[src/rtl/mul_pkg.sv]
// Shared parameters and FSM encoding for the sequential shift-add multiplier.
package mul_pkg;
    localparam int WIDTH      = 32;
    localparam int ITERATIONS = 32;
    localparam int CNT_W      = $clog2(ITERATIONS);

    typedef enum logic [1:0] {IDLE, RUN, DONE} state_t;
endpackage

[src/rtl/adder32.sv]
// 32-bit ripple adder with carry in/out; the single adder of the multiplier datapath.
module adder32 (
    input  logic [31:0] a,
    input  logic [31:0] b,
    input  logic        cin,
    output logic [31:0] y,
    output logic        cout
);
    assign {cout, y} = {1'b0, a} + {1'b0, b} + {32'b0, cin};
endmodule

[src/rtl/seq_multiplier.sv]
// Radix-2 shift-add unsigned multiplier, one multiplier bit per RUN cycle.
// Optional SEQ_MULTIPLIER_EARLY_EXIT_EN: leave RUN once the remaining multiplier bits are zero.
module seq_multiplier
    import mul_pkg::*;
(
    input  logic               clk,
    input  logic               reset,
    input  logic               start,
    input  logic [WIDTH-1:0]   a,
    input  logic [WIDTH-1:0]   b,
    output logic               busy,
    output logic               done,
    output logic [2*WIDTH-1:0] product
);
    state_t             state, state_nx;
    logic [WIDTH-1:0]   a_reg, lo, lo_nx, lo_fin;
    logic [WIDTH:0]     hi, hi_nx, hi_fin, sum;
    logic [CNT_W-1:0]   cnt;
    logic [WIDTH-1:0]   add_y;
    logic               add_cout;
    logic               accept, last;

    assign accept = start && (state == IDLE || state == DONE);

    adder32 u_add (
        .a    (hi[WIDTH-1:0]),
        .b    (a_reg),
        .cin  (1'b0),
        .y    (add_y),
        .cout (add_cout)
    );

    always_comb begin
        sum            = lo[0] ? {add_cout, add_y} : hi;
        {hi_nx, lo_nx} = {sum, lo} >> 1;
`ifdef SEQ_MULTIPLIER_EARLY_EXIT_EN
        // lo_nx[30-cnt:0] holds the multiplier bits not yet consumed.
        last = (cnt == CNT_W'(ITERATIONS - 1)) ||
               ((lo_nx & ({1'b0, {(WIDTH-1){1'b1}}} >> cnt)) == '0);
        // Skipped iterations would only shift, so apply them in one go.
        {hi_fin, lo_fin} = {hi_nx, lo_nx} >> (~cnt);
`else
        last             = (cnt == CNT_W'(ITERATIONS - 1));
        {hi_fin, lo_fin} = {hi_nx, lo_nx};
`endif
    end

    always_comb begin
        state_nx = state;
        unique case (state)
            IDLE:    if (start) state_nx = RUN;
            RUN:     if (last) state_nx = DONE;
            DONE:    state_nx = start ? RUN : IDLE;
            default: state_nx = IDLE;
        endcase
    end

    always_ff @(posedge clk) begin
        if (reset) state <= IDLE;
        else       state <= state_nx;
    end

    // Status outputs are registered, so they trail the state register by one cycle.
    always_ff @(posedge clk) begin
        if (reset) begin
            busy    <= 1'b0;
            done    <= 1'b0;
            product <= '0;
            a_reg   <= '0;
            hi      <= '0;
            lo      <= '0;
            cnt     <= '0;
        end else begin
            busy <= (state == RUN);
            done <= (state == DONE);
            if (state == DONE) product <= {hi[WIDTH-1:0], lo};
            if (accept) begin
                a_reg <= a;
                hi    <= '0;
                lo    <= b;
                cnt   <= '0;
            end else if (state == RUN) begin
                hi <= last ? hi_fin : hi_nx;
                lo <= last ? lo_fin : lo_nx;
                if (!last) cnt <= cnt + 1'b1;
            end
        end
    end
endmodule

[config.mk]
export PLATFORM = sky130hd
export DESIGN_NAME = seq_multiplier
export DESIGN_NICKNAME = d
export VERILOG_FILES = /design/src/rtl/mul_pkg.sv /design/src/rtl/adder32.sv /design/src/rtl/seq_multiplier.sv
export SDC_FILE = /design/constraint.sdc
export NUM_CORES = 1
export LEC_CHECK = 0
export ABC_AREA = 1
export CORE_ASPECT_RATIO = 1.25
export CORE_MARGIN = 4
export CORE_UTILIZATION = 30
export CTS_CLUSTER_DIAMETER = 30
export DETAILED_ROUTE_END_ITERATION = 7
export PLACE_DENSITY_LB_ADDON = 0.2
export SETUP_SLACK_MARGIN = 0.05
export SLEW_MARGIN = 30
export SYNTH_ARGS = -nofsm -noshare
export SYNTH_HDL_FRONTEND = slang
export SYNTH_SLANG_ARGS = --single-unit
[constraint.sdc]
create_clock -name clk -period 4.7 [get_ports clk]
set_input_delay 1.175 -clock clk [delete_from_list [all_inputs] [get_ports clk]]
set_output_delay 1.175 -clock clk [all_outputs]
set_load 0.01 [all_outputs]
**Run 1: supply network**

(2 px per um) Pins as bars on the die edge. Tap cells in gray.
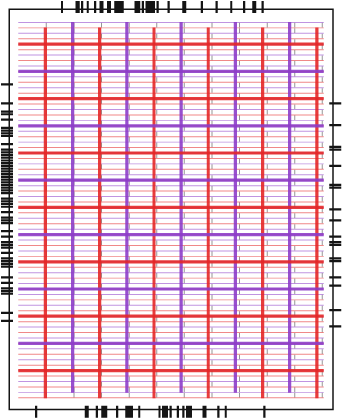
Purple is VDD. Red is VSS.
133 signal pins sit on the boundary. 390 tap cells. 11 straps on met4.

**Run 1: cell classes on the final placement**

(2 px per um) Fill, decap, tap and diode cells in gray.
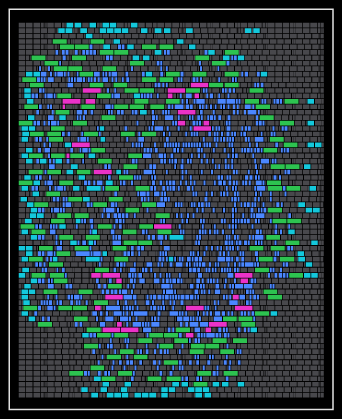
Green is flops, cells 169, share of their area 32%. Cyan is other buffers and delay cells, cells 144, share of their area 14%. Magenta is clock drivers and dummy loads, cells 32, share of their area 5.3%. Blue is combinational and other logic, cells 1088, share of their area 49%.

==> results.json, run 1 <==
{
  "lay_top_count": "nand2_1",
  "ff_type": "dfxtp_1",
  "switchingPower_mw": 0.914,
  "critPathLaunch": "product[62]",
  "sh_comb_area_pct": 40.7,
  "cp_top_family": "buffers and inverters",
  "cap_violations": 0,
  "clk_pin_slew_ns": 0.07,
  "comb_power_share_pct": 12.0,
  "slew_headroom_pct": 49.3,
  "n_all_inverters": 171,
  "run_status": "finished clean",
  "ys_sh_simple_pct": 28.3,
  "final.setup_skew_ns": 0.0102,
  "pg_clk_mw": 1.36,
  "cts-root-buf": "clkbuf_16",
  "slowest_delay_ns": 0.59,
  "vias_per_cell": 4.53,
  "xor_share_pct": 1.10,
  "portBuffers": 132,
  "cts_made_buffers": 17,
  "dieWidth_um": 161,
  "p_int_mw": 2.37,
  "cpMaxStageDelayCell": "clkdlybuf4s50_1",
  "die_h_um": 199,
  "fin_crit_sh_pct": 53.8,
  "place_ws_ns": 1.74,
  "synth_flops": 169,
  "holdBufCountCts": 0,
  "warnings": 26,
  "fmax_ghz": 0.395,
  "synth_area_um2": 8790,
  "compound_area_share_pct": 16.4
}
**Run 1: clock wires, drivers and flops**

(2 px per um)
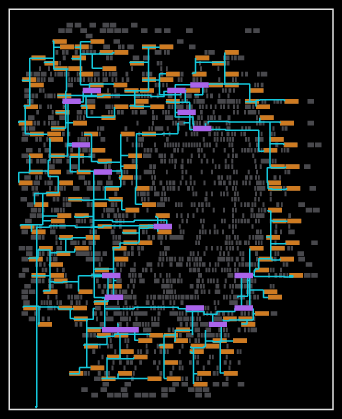
Purple is clock drivers, count 17. Orange is flip-flops, count 169. Cyan is clock wires, length 2410 um.
Position of the flops: spread over the die. There are 18 routed clock nets.

**Run 1: routed metal, one color a layer**

(2 px per um)
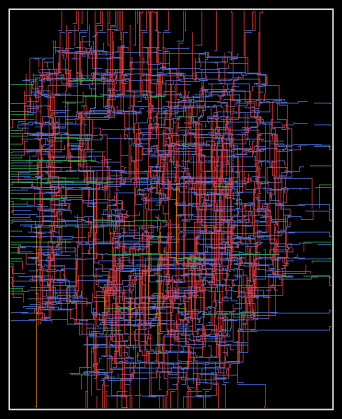
Blue is metal 1, wire length 11400 um. Green is metal 3, wire length 1140 um. Orange is metal 4, wire length 449 um. Red is metal 2, wire length 12800 um.
Total Routing Usage GR: 16.3%
DR WL/cell: 14.2 um
vias: 8257
drt total wl: 25800 um

run 1: per-layer routing:
| metal | share of wire (%) | global-route usage, % | up-vias |
|---|---|---|---|
| met4 | 1.7 | 4.99 | 0 |
| li1 | - | - | 4378 |
| met5 | 0 | 0 | - |
| met3 | 4.4 | 3.80 | 26 |
| met1 | 44 | 18.9 | 3698 |
| met2 | 50 | 29.9 | 155 |
run 1: tightest hold or removal path, delay by kind of cell (launching register included):
family          cells  cell delay (ns)
compound gates      1             0.05
flops               1             0.31
buf+inv             1             0.06
run 1: per-stage QoR:
stage,utilization [%],instances
after floorplan,-,1316
after global placement,36.3,1790
after detailed placement,36.3,1790
after CTS,38.3,1822
after global routing,38.4,1823
final,38.4,1823
--- run 2 (diff from run 1) ---
==> constraint.sdc (replaced) <==
create_clock -name clk -period 2.4 [get_ports clk]
set_input_delay 0.6 -clock clk [delete_from_list [all_inputs] [get_ports clk]]
set_output_delay 0.6 -clock clk [all_outputs]
set_load 0.01 [all_outputs]
**Run 2: cell classes on the final placement**

(2 px per um) Fill, decap, tap and diode cells in gray.
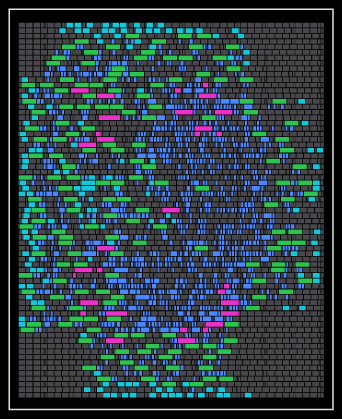
Green is flops, cells 169, share of their area 32%. Magenta is clock drivers and dummy loads, cells 32, share of their area 5.6%. Blue is combinational and other logic, cells 1088, share of their area 48%. Cyan is other buffers and delay cells, cells 150, share of their area 14%.

**Run 2: supply network**

(2 px per um) Pins as bars on the die edge. Tap cells in gray.
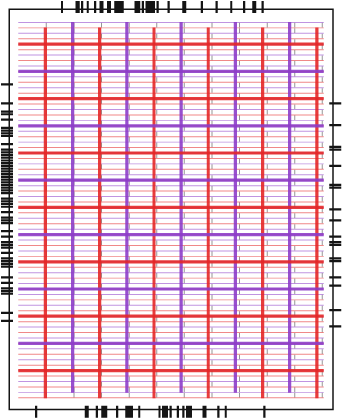
Purple is VDD. Red is VSS.
70 met1 rails follow the rows. 11 straps on met4. The core has 69 rows.

**Run 2: clock wires, drivers and flops**

(2 px per um)
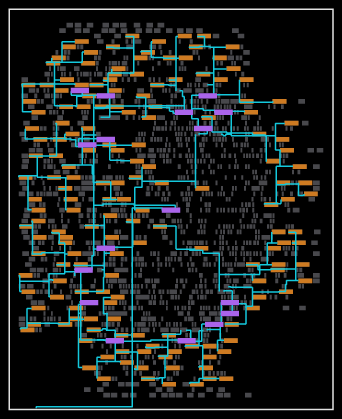
Orange is flip-flops, count 169. Purple is clock drivers, count 17. Cyan is clock wires, length 2480 um.
Position of the flops: spread over the die.
final setup skew: 0.0116 ns
Clk pwr share: 42.9%
worst-skew pair later-pin latency: 0.44 ns

==> results.json, run 2 <==
{
  "clk_pin_slew_ns": 0.07,
  "cts-root-buf": "clkbuf_16",
  "syn_nets": 1418,
  "place_inst": 1797,
  "lay_top_count": "nand2_1",
  "synth_area_um2": 8790,
  "use_met3_pct": 3.82,
  "ff_type": "dfxtp_1",
  "place_ws_ns": 0.242,
  "grtUsageMet1_pct": 19.6,
  "pg_clk_mw": 2.83,
  "vias_per_cell": 4.60,
  "fin_crit_sh_pct": 84.7,
  "cts_made_buffers": 17,
  "via_count": 8407,
  "final_core_util_pct": 38.6,
  "path_depth": 12,
  "grtUsageMet2_pct": 30.1,
  "wl_met2_um": 13000,
  "grt_max_degree": 99,
  "run_status": "finished clean",
  "grtUsageTotal_pct": 16.5,
  "warnings": 26,
  "avgRoutedWirePerCell_um": 14.3,
  "p_int_mw": 4.79,
  "slowest_delay_ns": 0.43,
  "dr.max_layer_used": "met4",
  "finalSetupViolations": 0,
  "sh_comb_area_pct": 40.4,
  "final_cells": 1829,
  "portBuffers": 132,
  "fmax_ghz": 0.492,
  "grt_busiest_layer": "met2",
  "die_h_um": 199,
  "n_all_inverters": 171,
  "cpMaxStageDelayCell": "fa_1",
  "routed_wl_um": 26200,
  "critPathLaunch": "a_reg[0]",
  "drt-met1-wl_um": 11700,
  "switchingPower_mw": 1.81,
  "overflow": 0,
  "holdBufCountCts": 0,
  "synth_flops": 169,
  "slew_headroom_pct": 50.4
}
-- run 2: cell counts after synthesis --
No cell type changed its count.
-- run 2: worst register-to-register path, stage by stage, from the launching register on --
cell	delay (ns)
dfxtp_1	0.31
ha_1	0.23
fa_1	0.43
nand3_1	0.11
nand3_1	0.12
nand2_1	0.09
nand2_1	0.11
nand3_1	0.16
nand3_1	0.10
nand2_1	0.06
nand3_1	0.07
nand2_1	0.09
a21oi_1	0.05
-- run 2: logic make-up (layout without fill, tap and decap cells) --
| logic type | after synthesis | count (layout) | synth area share (%) |
|---|---|---|---|
| simple gates | 614 | 614 | 28.3 |
| flops | 169 | 169 | 38.5 |
| xor+xnor | 11 | 11 | 1.10 |
| fa+ha+maj | 35 | 35 | 5.07 |
| buf+inv | 230 | 353 | 10.7 |
| compound gates | 257 | 257 | 16.4 |
--- run 3 (diff from run 2) ---
==> constraint.sdc (replaced) <==
create_clock -name clk -period 2 [get_ports clk]
set_input_delay 0.5 -clock clk [delete_from_list [all_inputs] [get_ports clk]]
set_output_delay 0.5 -clock clk [all_outputs]
set_load 0.01 [all_outputs]
==> results.json, run 3 <==
{
  "grt_max_degree": 99,
  "slew_headroom_pct": 69.5,
  "syn_nets": 1418,
  "pg_clk_mw": 3.52,
  "fmax_ghz": 0.533,
  "synth_flops": 169,
  "path_depth": 1,
  "grt_busiest_layer": "met2",
  "clk_pin_slew_ns": 0.07,
  "n_all_inverters": 171,
  "holdBufCountCts": 0,
  "vias_per_cell": 4.60,
  "via_count": 8540,
  "cap_violations": 0,
  "warnings": 27,
  "place_inst": 1824,
  "wl_met2_um": 13400,
  "ff_type": "dfxtp_1",
  "p_clk_share_pct": 43.0,
  "synth_area_um2": 8790,
  "cpMaxStageDelayCell": "clkdlybuf4s50_1",
  "cp_top_family": "buffers and inverters",
  "portBuffers": 132,
  "fin_crit_sh_pct": 93.8,
  "comb_power_share_pct": 13.2,
  "switchingPower_mw": 2.20,
  "final.setup_skew_ns": 0.0114,
  "run_status": "finished clean",
  "sh_comb_area_pct": 41.4,
  "cts-root-buf": "clkbuf_16",
  "finalSetupViolations": 0,
  "cts_made_buffers": 17,
  "overflow": 0
}
-- run 3: netlist changes by cell type in the layout (fill, tap and decap cells not counted), moves of 6 or more --
cell     delta
buf_4      +21
a21oi_2    +12
ha_4       +19
dfxtp_1     -6
nand2_2    +14
nor2_1      -7
a21oi_1    -12
nor2_2      +6
ha_1       -26
dfxtp_2     +6
nand2_1    -16
buf_12      +7
ha_2        +7
-- run 3: logic make-up (layout without fill, tap and decap cells) --
logic type,Yosys count,count (layout),share of synthesized area (%)
buffers and inverters,230,380,10.7
DFF,169,169,38.5
and+or+nand+nor,614,614,28.3
AOI/OAI and AO/OA,257,257,16.4
xor gates and xnor gates,11,11,1.10
adders and majority gates,35,35,5.07
-- run 3: repair_timing --
item,4_1_cts,5_1_grt
resized,2,82
pin swaps,0,3
setup endpoints to repair,2,24
**Run 3: routing congestion map**

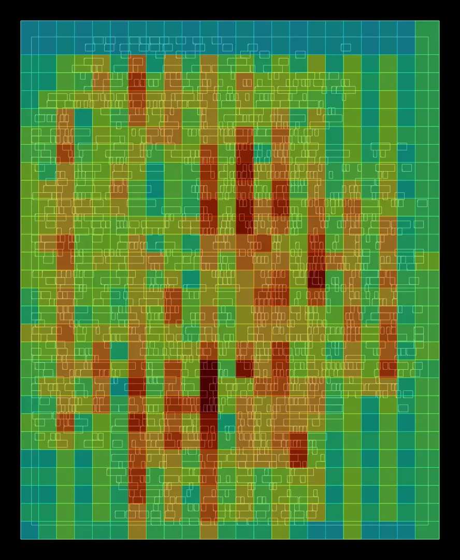
Layout Utilization: 41.1%
Total Routing Usage GR: 16.8%
met1 GRT Util: 20.3%
DR WL/cell: 14.6 um
M3 GR Usage: 3.80%

**Run 3: clock wires, drivers and flops**

(2 px per um)
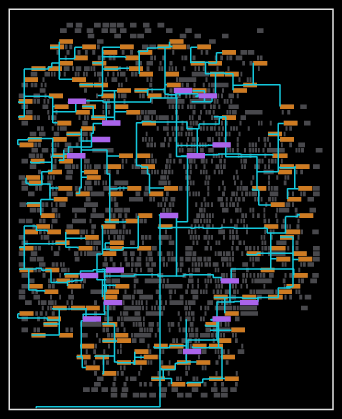
Cyan is clock wires, length 2590 um. Purple is clock drivers, count 17. Orange is flip-flops, count 169.
There are 18 routed clock nets. Position of the flops: spread over the die.

**Run 3: supply network**

(2 px per um) Pins as bars on the die edge. Tap cells in gray.
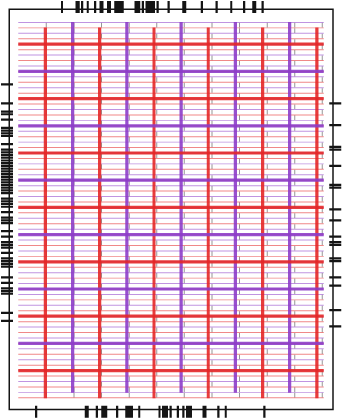
Purple is VDD. Red is VSS.
70 met1 rails follow the rows. 13 straps on met5.

No activity file was given, so power comes from the tool's default toggle rates.
